### config.mk
export PLATFORM = sky130hd
export DESIGN_NAME = pll_lock_sequencer
export DESIGN_NICKNAME = d
export VERILOG_FILES = /design/src/rtl/pll_seq_pkg.sv /design/src/rtl/sync_2ff.sv /design/src/rtl/pll_lock_sequencer.sv
export SDC_FILE = /design/constraint.sdc
export NUM_CORES = 1
export LEC_CHECK = 0
export CORE_MARGIN = 10
export CORE_UTILIZATION = 56
export CTS_CLUSTER_DIAMETER = 200
export DETAILED_ROUTE_END_ITERATION = 10
export HOLD_SLACK_MARGIN = 0.08
export PLACE_DENSITY = 0.78
export SETUP_SLACK_MARGIN = 0.1
export SYNTH_ARGS = -nofsm -noshare
export SYNTH_HDL_FRONTEND = slang
export SYNTH_HIERARCHICAL = 1
export SYNTH_SLANG_ARGS = --single-unit
### constraint.sdc
create_clock -name sys_clk -period 2.8 [get_ports sys_clk]
set_input_delay 0.56 -clock sys_clk [delete_from_list [all_inputs] [get_ports sys_clk]]
set_output_delay 0.56 -clock sys_clk [all_outputs]
set_load 0.01 [all_outputs]
### src/rtl/pll_seq_pkg.sv
// pll_seq_pkg
// Shared types and widths for the PLL lock sequencer.
//   pll_seq_state_t : sequencer state encoding
//   RETRY_W         : width of the failed-attempt counter
//   RELOCK_W        : width of the relock counter (used when PLL_SEQ_RELOCK_EN is defined)
//   max3            : helper used to size the shared timer
package pll_seq_pkg;

    typedef enum logic [2:0] {
        RESET_PLL,
        WAIT_LOCK,
        STABLE,
        RUN,
        FAULT
    } pll_seq_state_t;

    localparam int RETRY_W  = 8;
    localparam int RELOCK_W = 16;

    function automatic int max3(input int a, input int b, input int c);
        int m;
        m = (a > b) ? a : b;
        return (m > c) ? m : c;
    endfunction

endpackage

### src/rtl/sync_2ff.sv
// sync_2ff
// Generic two-flop synchronizer for bringing asynchronous level signals into
// the clk domain. Both stages clear on reset so the synchronized value starts low.
// Ports:
//   clk   : destination clock
//   rst_n : synchronous active-low reset
//   d     : asynchronous input
//   q     : synchronized output (two cycles of latency)
module sync_2ff #(
    parameter int WIDTH = 1
) (
    input  logic             clk,
    input  logic             rst_n,
    input  logic [WIDTH-1:0] d,
    output logic [WIDTH-1:0] q
);

    logic [WIDTH-1:0] meta;

    always_ff @(posedge clk) begin
        if (!rst_n) begin
            meta <= '0;
            q    <= '0;
        end else begin
            meta <= d;
            q    <= meta;
        end
    end

endmodule

### src/rtl/pll_lock_sequencer.sv
// pll_lock_sequencer
// Power-up and recovery sequencer for the rPLL generating the LCD pixel clock.
// Pulses the PLL RESET pin, waits for LOCK, requires LOCK to be continuously
// high for STABLE_CYCLES before releasing the pixel-domain reset, and retries a
// bounded number of times before latching a fault.
//
// Optional feature macro: PLL_SEQ_RELOCK_EN
//   defined   : lock loss in RUN restarts the sequence and bumps relock_cnt_o
//   undefined : lock loss in RUN goes straight to FAULT; no relock_cnt_o port
//
// Ports:
//   sys_clk        : 27 MHz free-running clock
//   sys_rst_n      : synchronous active-low reset
//   pll_lock_i     : rPLL LOCK (asynchronous)
//   retry_i        : single-cycle pulse, leaves FAULT and restarts the sequence
//   pll_reset_o    : rPLL RESET, high in RESET_PLL and FAULT
//   domain_rst_n_o : active-low downstream reset, high only in RUN
//   locked_o       : high only in RUN
//   fault_o        : high only in FAULT
//   retry_cnt_o    : failed attempts since last success or reset
//   relock_cnt_o   : saturating count of lock losses in RUN (PLL_SEQ_RELOCK_EN only)
module pll_lock_sequencer
    import pll_seq_pkg::*;
#(
    parameter int RST_CYCLES    = 16,
    parameter int LOCK_TIMEOUT  = 27000,
    parameter int STABLE_CYCLES = 2700,
    parameter int MAX_RETRIES   = 3
) (
    input  logic               sys_clk,
    input  logic               sys_rst_n,
    input  logic               pll_lock_i,
    input  logic               retry_i,
    output logic               pll_reset_o,
    output logic               domain_rst_n_o,
    output logic               locked_o,
    output logic               fault_o,
    output logic [RETRY_W-1:0] retry_cnt_o
`ifdef PLL_SEQ_RELOCK_EN
    ,
    output logic [RELOCK_W-1:0] relock_cnt_o
`endif
);

    localparam int TIMER_MAX = max3(LOCK_TIMEOUT, STABLE_CYCLES, RST_CYCLES);
    localparam int TIMER_W   = (TIMER_MAX > 1) ? $clog2(TIMER_MAX) : 1;

    localparam logic [TIMER_W-1:0] RST_LAST     = TIMER_W'(RST_CYCLES - 1);
    localparam logic [TIMER_W-1:0] TIMEOUT_LAST = TIMER_W'(LOCK_TIMEOUT - 1);
    localparam logic [TIMER_W-1:0] STABLE_LAST  = TIMER_W'(STABLE_CYCLES - 1);
    localparam logic [RETRY_W-1:0] RETRY_LIMIT  = RETRY_W'(MAX_RETRIES);

    function automatic logic [RETRY_W-1:0] sat_inc_retry(input logic [RETRY_W-1:0] v);
        return (v == {RETRY_W{1'b1}}) ? v : v + RETRY_W'(1);
    endfunction

`ifdef PLL_SEQ_RELOCK_EN
    function automatic logic [RELOCK_W-1:0] sat_inc_relock(input logic [RELOCK_W-1:0] v);
        return (v == {RELOCK_W{1'b1}}) ? v : v + RELOCK_W'(1);
    endfunction

    logic [RELOCK_W-1:0] relock_cnt;
    logic [RELOCK_W-1:0] relock_nx;
`endif

    pll_seq_state_t     state;
    pll_seq_state_t     state_nx;
    logic [TIMER_W-1:0] timer;
    logic [TIMER_W-1:0] timer_nx;
    logic [RETRY_W-1:0] retry_cnt;
    logic [RETRY_W-1:0] retry_nx;
    logic               fail;
    logic               lock_s;

    sync_2ff #(
        .WIDTH(1)
    ) u_lock_sync (
        .clk  (sys_clk),
        .rst_n(sys_rst_n),
        .d    (pll_lock_i),
        .q    (lock_s)
    );

    always_comb begin
        state_nx = state;
        retry_nx = retry_cnt;
        fail     = 1'b0;
`ifdef PLL_SEQ_RELOCK_EN
        relock_nx = relock_cnt;
`endif
        case (state)
            RESET_PLL: begin
                if (timer == RST_LAST) state_nx = WAIT_LOCK;
            end
            WAIT_LOCK: begin
                if (lock_s)                     state_nx = STABLE;
                else if (timer == TIMEOUT_LAST) fail     = 1'b1;
            end
            STABLE: begin
                // A drop of lock_s takes priority over a completed stability window.
                if (!lock_s) begin
                    fail = 1'b1;
                end else if (timer == STABLE_LAST) begin
                    state_nx = RUN;
                    retry_nx = '0;
                end
            end
            RUN: begin
                if (!lock_s) begin
`ifdef PLL_SEQ_RELOCK_EN
                    // A clean run earns back full retries, so retry_cnt is left alone.
                    state_nx  = RESET_PLL;
                    relock_nx = sat_inc_relock(relock_cnt);
`else
                    state_nx = FAULT;
`endif
                end
            end
            FAULT: begin
                if (retry_i) begin
                    state_nx = RESET_PLL;
                    retry_nx = '0;
                end
            end
            default: state_nx = RESET_PLL;
        endcase

        if (fail) begin
            retry_nx = sat_inc_retry(retry_cnt);
            state_nx = (retry_nx == RETRY_LIMIT) ? FAULT : RESET_PLL;
        end

        // Single shared timer: cleared on every state change, idle in RUN and FAULT.
        if ((state_nx != state) || (state == RUN) || (state == FAULT)) timer_nx = '0;
        else                                                           timer_nx = timer + TIMER_W'(1);
    end

    // Outputs are decoded from the next state so they settle on the same edge
    // that commits the transition.
    always_ff @(posedge sys_clk) begin
        if (!sys_rst_n) begin
            state          <= RESET_PLL;
            timer          <= '0;
            retry_cnt      <= '0;
            pll_reset_o    <= 1'b1;
            domain_rst_n_o <= 1'b0;
            locked_o       <= 1'b0;
            fault_o        <= 1'b0;
`ifdef PLL_SEQ_RELOCK_EN
            relock_cnt     <= '0;
`endif
        end else begin
            state          <= state_nx;
            timer          <= timer_nx;
            retry_cnt      <= retry_nx;
            pll_reset_o    <= (state_nx == RESET_PLL) || (state_nx == FAULT);
            domain_rst_n_o <= (state_nx == RUN);
            locked_o       <= (state_nx == RUN);
            fault_o        <= (state_nx == FAULT);
`ifdef PLL_SEQ_RELOCK_EN
            relock_cnt     <= relock_nx;
`endif
        end
    end

    assign retry_cnt_o = retry_cnt;
`ifdef PLL_SEQ_RELOCK_EN
    assign relock_cnt_o = relock_cnt;
`endif

endmodule

Metal 2:
(6 px per um)
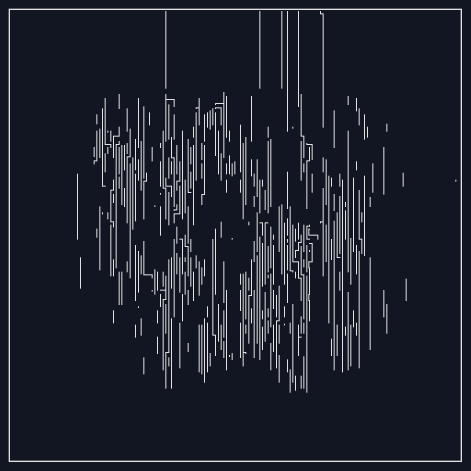
share of all routed wire: 46%
longest straight run: 32.0 um
nets with wire on the layer: 176
main direction: vertical
wire length on this layer: 1780 um
met2 Use GR: 0.216
Routed Wire Length: 3890 um
Vias: 1479

Pin map:
(6 px per um) Pins as bars across the die edge, other pins in gray.
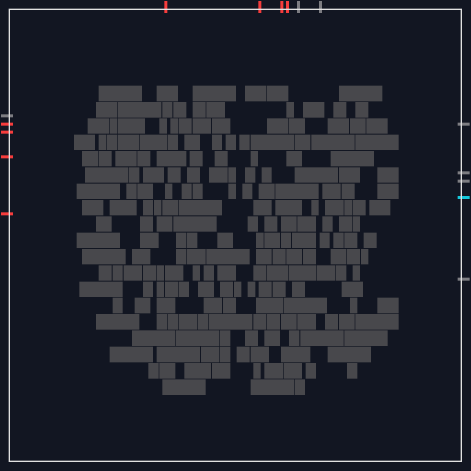
legend:
  cyan:
    port: retry_i
    pins: 1
    direction: input
    edge: east
  red:
    port: retry_cnt_o
    pins: 8
    direction: output
    edge: 4 west, 4 north
all pins by edge: 6 north, 5 east, 5 west
Port Buf Inserts: 15
Die X: 75.1 um
die outline height: 75.1 um

Wires at chosen ports, followed through buffers:
(4 px per um)
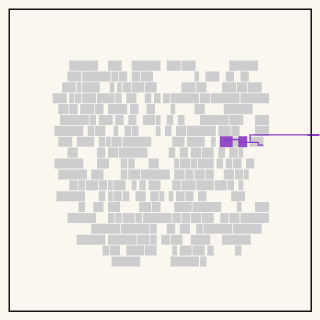
legend:
  purple:
    port: retry_i
    bits: 1
    direction: input
    edge: east
    end_cells: 2
    wire: 27.1 um

==> flow_summary.yaml <==
# flow metrics
worst_setup_path:
  path_max_fanout: 11
  rr_worst_depth: 5
  path_class: "reg -> reg"
  rrSetupSlack_ps: 450
  cp.required_ps: 3050
  r2r-end: "retry_cnt_o[7]"
  worstSetupStartpointType: "flop"
  worstPathArrival_ps: 2600
  rr_startpoint: "state[0]"
  crit_start: "state[0]"
  cp-end-kind: "flop"
  crit_path_end: "retry_cnt_o[7]"
outcome:
  outcome: "finished, final reports clean"
power:
  ir_drop_mv: 0.297
  p_sw_frac: 0.222
  powerClk_uw: 303
  comb_power_share: 0.032
  leakagePower_nw: 0.675
  pwr-share-clk: 0.389
  largestPowerGroup: "sequential cells"
  power.density_mw_per_mm2: 416
  pg_comb_uw: 24.9
  p_sw_uw: 173
  intPower_uw: 606
  p_total_uw: 779
  sequentialPowerShare: 0.579
logic_synthesis:
  avgSynthCellArea_um2: 8.86
  yosys_warnings: 6
  yosysChipArea_mm2: 0.00170
  synth_cells: 192
  synthArstFlopShare: 0
  synth_stat.cells: 192
  syn_area_mm2: 0.00170
  flop_cell: "dfxtp_1"
  ys_types: 52
  top_area_cell: "dfxtp_1"
  syn_nets: 198
  yosys.stat.seqShare: 0.365
  synthDominantCellAreaShare: 0.365
  enable_flop_cells: 0
  synthTopCellsByArea: "dfxtp_1 (36%), a21oi_1 (6.2%), xor2_1 (4.6%), and3_1 (4.4%), buf_6 (4.0%)"
  yosys-top-cells-count: "dfxtp_1 (31), a21oi_1 (21), nand2_1 (15)"
  synth_flops: 31
layout:
  logic_gate_count: 149
  biggestCellCategory: "combinational gates"
  finish.instance_area_mm2: 0.00187
  drive_gt1_frac: 0.117
  nNonClkBuffers: 16
  seq_area_um2: 621
  area_share_clock_buf_inv: 0.0367
  layout_top_cell_excl_fill_tap: "dfxtp_1"
  nNonClkInverters: 1
  antenna_cells: 0
  buffer_area_frac: 0.0841
  post-route-util: 0.663
  comb_area_frac: 0.525
  seq_share: 0.331
  clock_buffers: 8
  nFillCells: 246
  logic_area_um2: 985
  ff_count: 31
  final_cells: 236
  most-common-layout-cells: "dfxtp_1 (31), a21oi_1 (21), nand2_1 (15), clkdlybuf4s50_1 (15), and3_1 (12)"
  synthToLayoutAreaGrowth_pct: 10.2
clock_tree:
  numCtsBuffers: 5
  cts_tree: "yes"
  cts_max_path_buffers: 2
  postCtsSetupBuffers: 0
  path_clk_slew_ps: 90
  ctsHoldBuffers: 0
  clkSinkCount: 31
  cts.repair.resized: 0
  htreeDepth: 2
  ctsRootBufferMaster: "clkbuf_4"
  worstSkewPairLatency_ps: 340
place:
  gp_congestion: 0.926
  dp_hpwl_um: 2740
  dp_cells: 228
  place_ws_ps: 482
  place_area_mm2: 0.00181
final_timing:
  setup_viol_count_final: 0
  layout_setup_ws_ps: 450
  slew_headroom: 0.570
  slew_violations: 0
  tns_ps: 0
  tightest_slew_ps: 643
  rsz0062_at_grt: "false"
  period_needed_ps: 2350
  skew_ps: 9.33
  finalCritPeriodShare: 0.839
  hold_viol_final: 0
  whs_ps: 443
  fmaxAchievable_mhz: 425
floorplan:
  tap_cells: 31
  row_count: 19
  dieArea_mm2: 0.00564
  core-area_mm2: 0.00283
  ios: 16
  floorplan.core_util: 0.601
worst_hold_path:
  min_path_type: "reg -> reg"
  hold_path_startpoint: "u_lock_sync/meta"
  hold_depth: 1
  hold_path_end: "u_lock_sync/q"
routing:
  drtAntennaViolNets: 0
  drt_iter0_drc: 131
  vias_per_cell: 6.27
  drc: 0
  dr.pass1.iters: 4
  wire_per_inst_um: 16.5
flow_run:
  max-cap-violations: 0
  tool_warnings: 26
global_route:
  grt_pass1_vias: 1378
  top_usage_layer: "met2"
  grt_util_met1: 0.192
  grt_use_total: 0.149
  overflow: 0
  antenna_found_initial: 0
  grt_pass1_wl_um: 6610
  grt_max_degree: 16
  grtUsageMet3: 0.0552
-- layer usage --
layer	up-vias	routed length (um)
li1	737	-
met1	690	1770
met2	42	1780
met3	10	264
met4	0	80
met5	-	0
-- critical path, stage by stage (launching register included) --
cell      delay, ps
dfxtp_1         500
or2b_2          360
or3_1           420
o22ai_2         440
o21ai_0         270
a311oi_1        270
-- cells by family after synthesis --
logic type,share of synthesized area
AND/OR/NAND/NOR,0.299
AND-OR/OR-AND,0.174
flip-flops,0.365
XOR/XNOR,0.0670
buffers and inverters,0.0559
multiplexers,0.0235
adder cells (fa/ha/maj),0.0147
-- state kept, by name (all words and copies together), names as in the netlist --
name and count:
timer 15, retry_cnt_o 8, state 3, fault_o 1, locked_o 1, pll_reset_o 1
u_lock_sync/meta 1, u_lock_sync/q 1
Power figures rest on the tool's default switching activity, not on a simulated workload.
